layer_met4.png
Supply wires on this layer in grey.
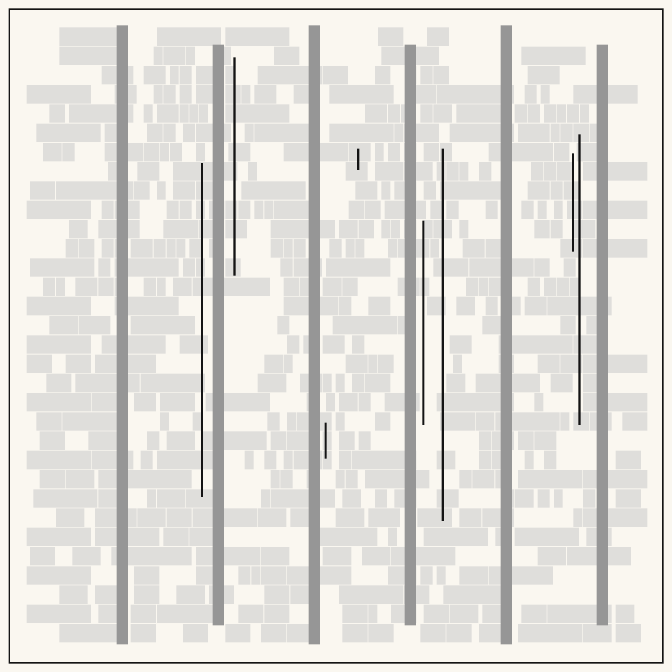
layer_met3.png
Bar = 20 um.
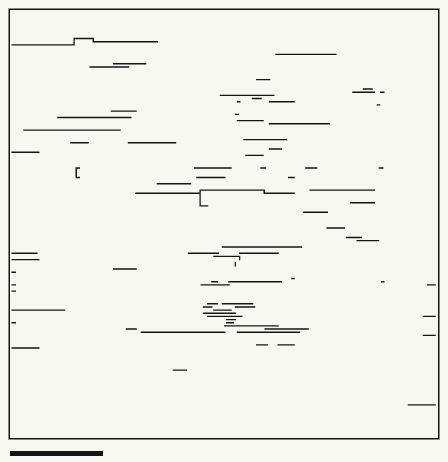
==> config.mk <==
export PLATFORM = sky130hd
export DESIGN_NAME = alu_packet_parser
export DESIGN_NICKNAME = d
export VERILOG_FILES = /design/src/rtl/config_pkg.sv /design/src/rtl/alu_packet_parser.sv
export SDC_FILE = /design/constraint.sdc
export NUM_CORES = 1
export LEC_CHECK = 0
export CAP_MARGIN = 10
export CORE_MARGIN = 2
export CORE_UTILIZATION = 55
export DETAILED_ROUTE_END_ITERATION = 16
export PLACE_DENSITY_LB_ADDON = 0.25
export SLEW_MARGIN = 10
export SYNTH_ARGS = -nofsm -noshare
export SYNTH_HDL_FRONTEND = slang
export SYNTH_SLANG_ARGS = --single-unit
==> constraint.sdc <==
create_clock -name clk_i -period 4.7 [get_ports clk_i]
set_clock_uncertainty 0.2 [all_clocks]
set_input_delay 0.705 -clock clk_i [delete_from_list [all_inputs] [get_ports clk_i]]
set_output_delay 0.705 -clock clk_i [all_outputs]
set_load 0.02 [all_outputs]
==> src/rtl/config_pkg.sv <==
// Shared constants and types for the ALU packet parser.
// Latency: n/a (declarations only).
// Backpressure: n/a.
package config_pkg;

  // Opcodes the downstream ALU/echo datapath understands
  localparam logic [7:0] OP_ECHO  = 8'hEC;
  localparam logic [7:0] OP_ADD32 = 8'hA0;
  localparam logic [7:0] OP_MUL32 = 8'hA1;
  localparam logic [7:0] OP_DIV32 = 8'hA2;

  // Header is opcode, reserved, length LSB, length MSB
  localparam int HDR_BYTES = 4;

  // Parser FSM states
  typedef enum logic [2:0] {
    IDLE    = 3'd0,
    RSVD    = 3'd1,
    LEN_LO  = 3'd2,
    LEN_HI  = 3'd3,
    PAYLOAD = 3'd4,
    DRAIN   = 3'd5
  } state_t;

  // True when the opcode is one the datapath can execute
  function automatic logic is_known_op(input logic [7:0] op);
    logic known;
    case (op)
      OP_ECHO, OP_ADD32, OP_MUL32, OP_DIV32: known = 1'b1;
      default:                               known = 1'b0;
    endcase
    return known;
  endfunction

endpackage

==> src/rtl/alu_packet_parser.sv <==
// Splits a UART byte stream into header fields and a payload stream.
// Latency: header fields/pulse one cycle after the length MSB; payload passes through with zero latency.
// Backpressure: payload_ready_i low stalls rx_ready_o in PAYLOAD; header and drain bytes are always accepted.
module alu_packet_parser
  import config_pkg::*;
#(
  parameter int TIMEOUT_CYCLES = 100000
) (
  input  logic        clk_i,
  input  logic        rst_ni,
  input  logic [7:0]  rx_data_i,
  input  logic        rx_valid_i,
  output logic        rx_ready_o,
  output logic [7:0]  opcode_o,
  output logic [15:0] len_o,
  output logic        hdr_valid_o,
  output logic [7:0]  payload_data_o,
  output logic        payload_valid_o,
  input  logic        payload_ready_i,
  output logic        payload_last_o,
  output logic        err_o,
  output logic        busy_o
);

  // Counter wide enough to hold TIMEOUT_CYCLES itself
  localparam int              CNT_W    = $clog2(TIMEOUT_CYCLES + 1);
  // The timeout fires on the edge that would take the count to TIMEOUT_CYCLES,
  // i.e. TIMEOUT_CYCLES edges after the last consumed byte.
  localparam logic [CNT_W-1:0] CNT_LAST = CNT_W'(TIMEOUT_CYCLES - 1);
  localparam logic [15:0]      HDR_LEN  = 16'(HDR_BYTES);

  state_t           state_q;
  logic [7:0]       op_hold_q;     // opcode captured in IDLE, published at the header decision
  logic [7:0]       len_lo_q;      // length LSB waiting for its MSB
  logic [7:0]       opcode_q;
  logic [15:0]      len_q;
  logic [15:0]      remaining_q;   // payload/drain bytes still owed by the open packet
  logic [CNT_W-1:0] idle_cnt_q;
  logic             hdr_valid_q;
  logic             err_q;

  logic             byte_fire;
  logic [15:0]      hdr_len_d;
  logic [15:0]      hdr_rem_d;
  logic             hdr_short_d;
  logic             hdr_known_d;
  logic             stalled_d;

  // Only PAYLOAD forwards downstream backpressure; every other state sinks bytes freely
  assign rx_ready_o  = (state_q == PAYLOAD) ? payload_ready_i : 1'b1;
  assign byte_fire   = rx_valid_i && rx_ready_o;

  // Header decision inputs, valid while the length MSB is on rx_data_i
  assign hdr_len_d   = {rx_data_i, len_lo_q};
  assign hdr_short_d = (hdr_len_d < HDR_LEN);
  assign hdr_rem_d   = hdr_short_d ? 16'd0 : (hdr_len_d - HDR_LEN);
  assign hdr_known_d = is_known_op(op_hold_q);

  // A payload stall is the consumer's fault, not the sender's, so it does not age the packet
  assign stalled_d   = (state_q == PAYLOAD) && !payload_ready_i;

  // Payload is a straight pass-through of the receive stream while in PAYLOAD
  assign payload_data_o  = rx_data_i;
  assign payload_valid_o = (state_q == PAYLOAD) && rx_valid_i;
  assign payload_last_o  = (state_q == PAYLOAD) && (remaining_q == 16'd1);

  assign opcode_o    = opcode_q;
  assign len_o       = len_q;
  assign hdr_valid_o = hdr_valid_q;
  assign err_o       = err_q;
  assign busy_o      = (state_q != IDLE);

  // Parser FSM, header registers, remaining-byte counter and inter-byte timeout
  always_ff @(posedge clk_i or negedge rst_ni) begin
    if (!rst_ni) begin
      state_q     <= IDLE;
      op_hold_q   <= 8'h00;
      len_lo_q    <= 8'h00;
      opcode_q    <= 8'h00;
      len_q       <= 16'h0000;
      remaining_q <= 16'h0000;
      idle_cnt_q  <= '0;
      hdr_valid_q <= 1'b0;
      err_q       <= 1'b0;
    end else begin
      hdr_valid_q <= 1'b0;
      err_q       <= 1'b0;

      if (byte_fire) begin
        // A byte arriving on the timeout edge wins: it is consumed and the count restarts
        idle_cnt_q <= '0;
        case (state_q)
          IDLE: begin
            op_hold_q <= rx_data_i;
            state_q   <= RSVD;
          end
          RSVD: begin
            state_q <= LEN_LO;
          end
          LEN_LO: begin
            len_lo_q <= rx_data_i;
            state_q  <= LEN_HI;
          end
          LEN_HI: begin
            opcode_q <= op_hold_q;
            len_q    <= hdr_len_d;
            if (hdr_short_d) begin
              // Length cannot even cover the header: resync on the next byte
              err_q   <= 1'b1;
              state_q <= IDLE;
            end else if (hdr_known_d) begin
              hdr_valid_q <= 1'b1;
              remaining_q <= hdr_rem_d;
              state_q     <= (hdr_rem_d == 16'd0) ? IDLE : PAYLOAD;
            end else begin
              // Unknown opcode: flag it, but keep framing by swallowing its payload
              err_q       <= 1'b1;
              remaining_q <= hdr_rem_d;
              state_q     <= (hdr_rem_d == 16'd0) ? IDLE : DRAIN;
            end
          end
          PAYLOAD, DRAIN: begin
            if (remaining_q <= 16'd1) begin
              remaining_q <= 16'd0;
              state_q     <= IDLE;
            end else begin
              remaining_q <= remaining_q - 16'd1;
            end
          end
          default: begin
            state_q <= IDLE;
          end
        endcase
      end else if (state_q != IDLE) begin
        if (stalled_d) begin
          idle_cnt_q <= '0;
        end else if (idle_cnt_q == CNT_LAST) begin
          // Sender went quiet mid-packet: abandon it without a last beat
          err_q       <= 1'b1;
          state_q     <= IDLE;
          remaining_q <= 16'd0;
          idle_cnt_q  <= '0;
        end else begin
          idle_cnt_q <= idle_cnt_q + CNT_W'(1);
        end
      end
    end
  end

endmodule

==> README.md <==
| Item | Value |
| --- | --- |
| Outcome | completed |
| Number of detailed-routing iterations run before antenna repair | 5 |
| Cell depth of the worst setup path | 4 |
| CTS tree | yes |
| Total of endpoints with negative setup slack in the final report | 0 |
| Ys cells | 447 |
| Horizontal die dimension | 92.17 um |
| Met2 Use GR | 40.93% |
| Buffer share of cell area | 10.14% |
| Proportion of layout cells with a drive suffix above 1 | 11.57% |
| Most frequent cells in the layout | dfrtp_1, clkdlybuf4s50_1, nor2_1, o21ai_0, nand2_1 |
| Relative area of clock buffers and inverters in the final design | 4.110% |
| Layout multi-input combinational cell count | 328 |
| Distinct lib cells | 58 |
| Clock sink total | 78 |
| Met1 demand-to-capacity share in global routing | 38.72% |
| Worst r2r src | len_lo_q[2]$_DFFE_PN0P_ |
| Hold WS | 0.2802 ns |
| Worst setup slack before clock tree synthesis | 1.169 ns |
| Worst VDD drop | 374.1 uV |
| Unrepaired setup endpoints after global routing | no |
| Area of the die | 8494 um2 |
| Routed WL per cell | 18.41 um |
| Number of cells in the design after placement | 571 |
| GR Util met3 | 3.040% |
| Number of nets in the layout | 496 |
| DR vias/cell | 6.167 |
| Capture point of the worst path | payload_last_o |
| Total gr overflow | 0 |
| Post-route minimum period | 3.633 ns |
| Combined global-route utilization of all metal layers | 26.54% |
| PnR worst setup slack | 1.067 ns |
| Post-layout total power | 3087 uW |
| Clock latency reported for the late side of the worst-skew pair | 0.35 ns |
| P_leak | 0.001987 uW |
| Cell area power density | 622.1 nW/um2 |
| Final cell count without fillers | 586 |
| Origin of the worst setup path | remaining_q[7]$_DFFE_PN0P_ |
| Stage delay of the slowest cell on the critical path | 0.63 ns |
| Reg clk slew, reported paths | 0.08 ns |
| DRC Markers | 0 |
| Detailed Route Iter0 Violations | 263 |
| Count of input and output buffers | 49 |
| Fraction of area in registers | 39.33% |
| Filler Cells Inserted | 632 |
| Critical R2R Capture | state_q[0]$_DFFE_PN0P_ |
| Antenna violations before repair | 0 |
| Final cell utilization of the core | 64.89% |
About layer_met4.png:
- wire length on this layer: 220 um
- main direction: vertical
- share of all routed wire: 2.0%
detailed-route via count: 3614
sum of routed wire length over all layers: 10.79 mm

About layer_met3.png:
- nets with wire on the layer: 61
- share of all routed wire: 4.6%
- longest straight run: 20.7 um

==> per-layer routing <==
layer	part of all wire, %	wire (um)
met1	47	5086
met2	46	4989
met3	4.6	494
met4	2.0	220
met5	0	0
==> power by group <==
part	internal (uW)	total, uW	switching (uW)
clock	296	540	244
sequential	927	1200	271
combinational	613	1350	737
total	1840	3090	1250
==> worst reg2reg max path, delay by kind of cell (launching register included) <==
family,cells,cell delay (ns)
adder cells (fa/ha/maj),1,0.26
flip-flops,1,0.48
AND-OR/OR-AND,2,0.27
AND/OR/NAND/NOR,4,1.72
buffers and inverters,1,0.14
==> cells in the mapped netlist, types with 5 or more instances <==
cell type | instances | area (um2)
dfrtp_1 | 78 | 1952
nor2_1 | 41 | 153.9
o21ai_0 | 41 | 205.2
nand2_1 | 40 | 150.1
mux2_2 | 30 | 337.8
nor3_1 | 19 | 95.09
clkbuf_1 | 18 | 67.56
a21oi_1 | 17 | 85.08
inv_1 | 12 | 45.04
nand3_1 | 12 | 60.06
a22o_1 | 10 | 87.58
or3_1 | 10 | 62.56
buf_4 | 8 | 60.06
nand4_1 | 8 | 50.05
o31ai_1 | 8 | 60.06
xnor2_1 | 7 | 61.31
o22ai_1 | 6 | 37.54
xor2_1 | 6 | 52.55
nor2b_1 | 5 | 31.28
o21ai_1 | 5 | 25.02
==> registers in the layout, summed over array words and instances, names as in the netlist <==
register / count
err_o: 1
remaining_q: 16
opcode_o: 8
hdr_valid_o: 1
len_o: 16
op_hold_q: 8
idle_cnt_q: 17
state_q: 3
len_lo_q: 8
==> kinds of logic after synthesis <==
family	count (synthesis)	synth area share (%)
XOR/XNOR	13	2.663
buffers and inverters	41	4.507
adder cells (fa/ha/maj)	4	1.171
AND-OR/OR-AND	114	17.68
flip-flops	78	45.65
AND/OR/NAND/NOR	165	19.96
multiplexers	32	8.370
Power and IR drop assume default switching activity.
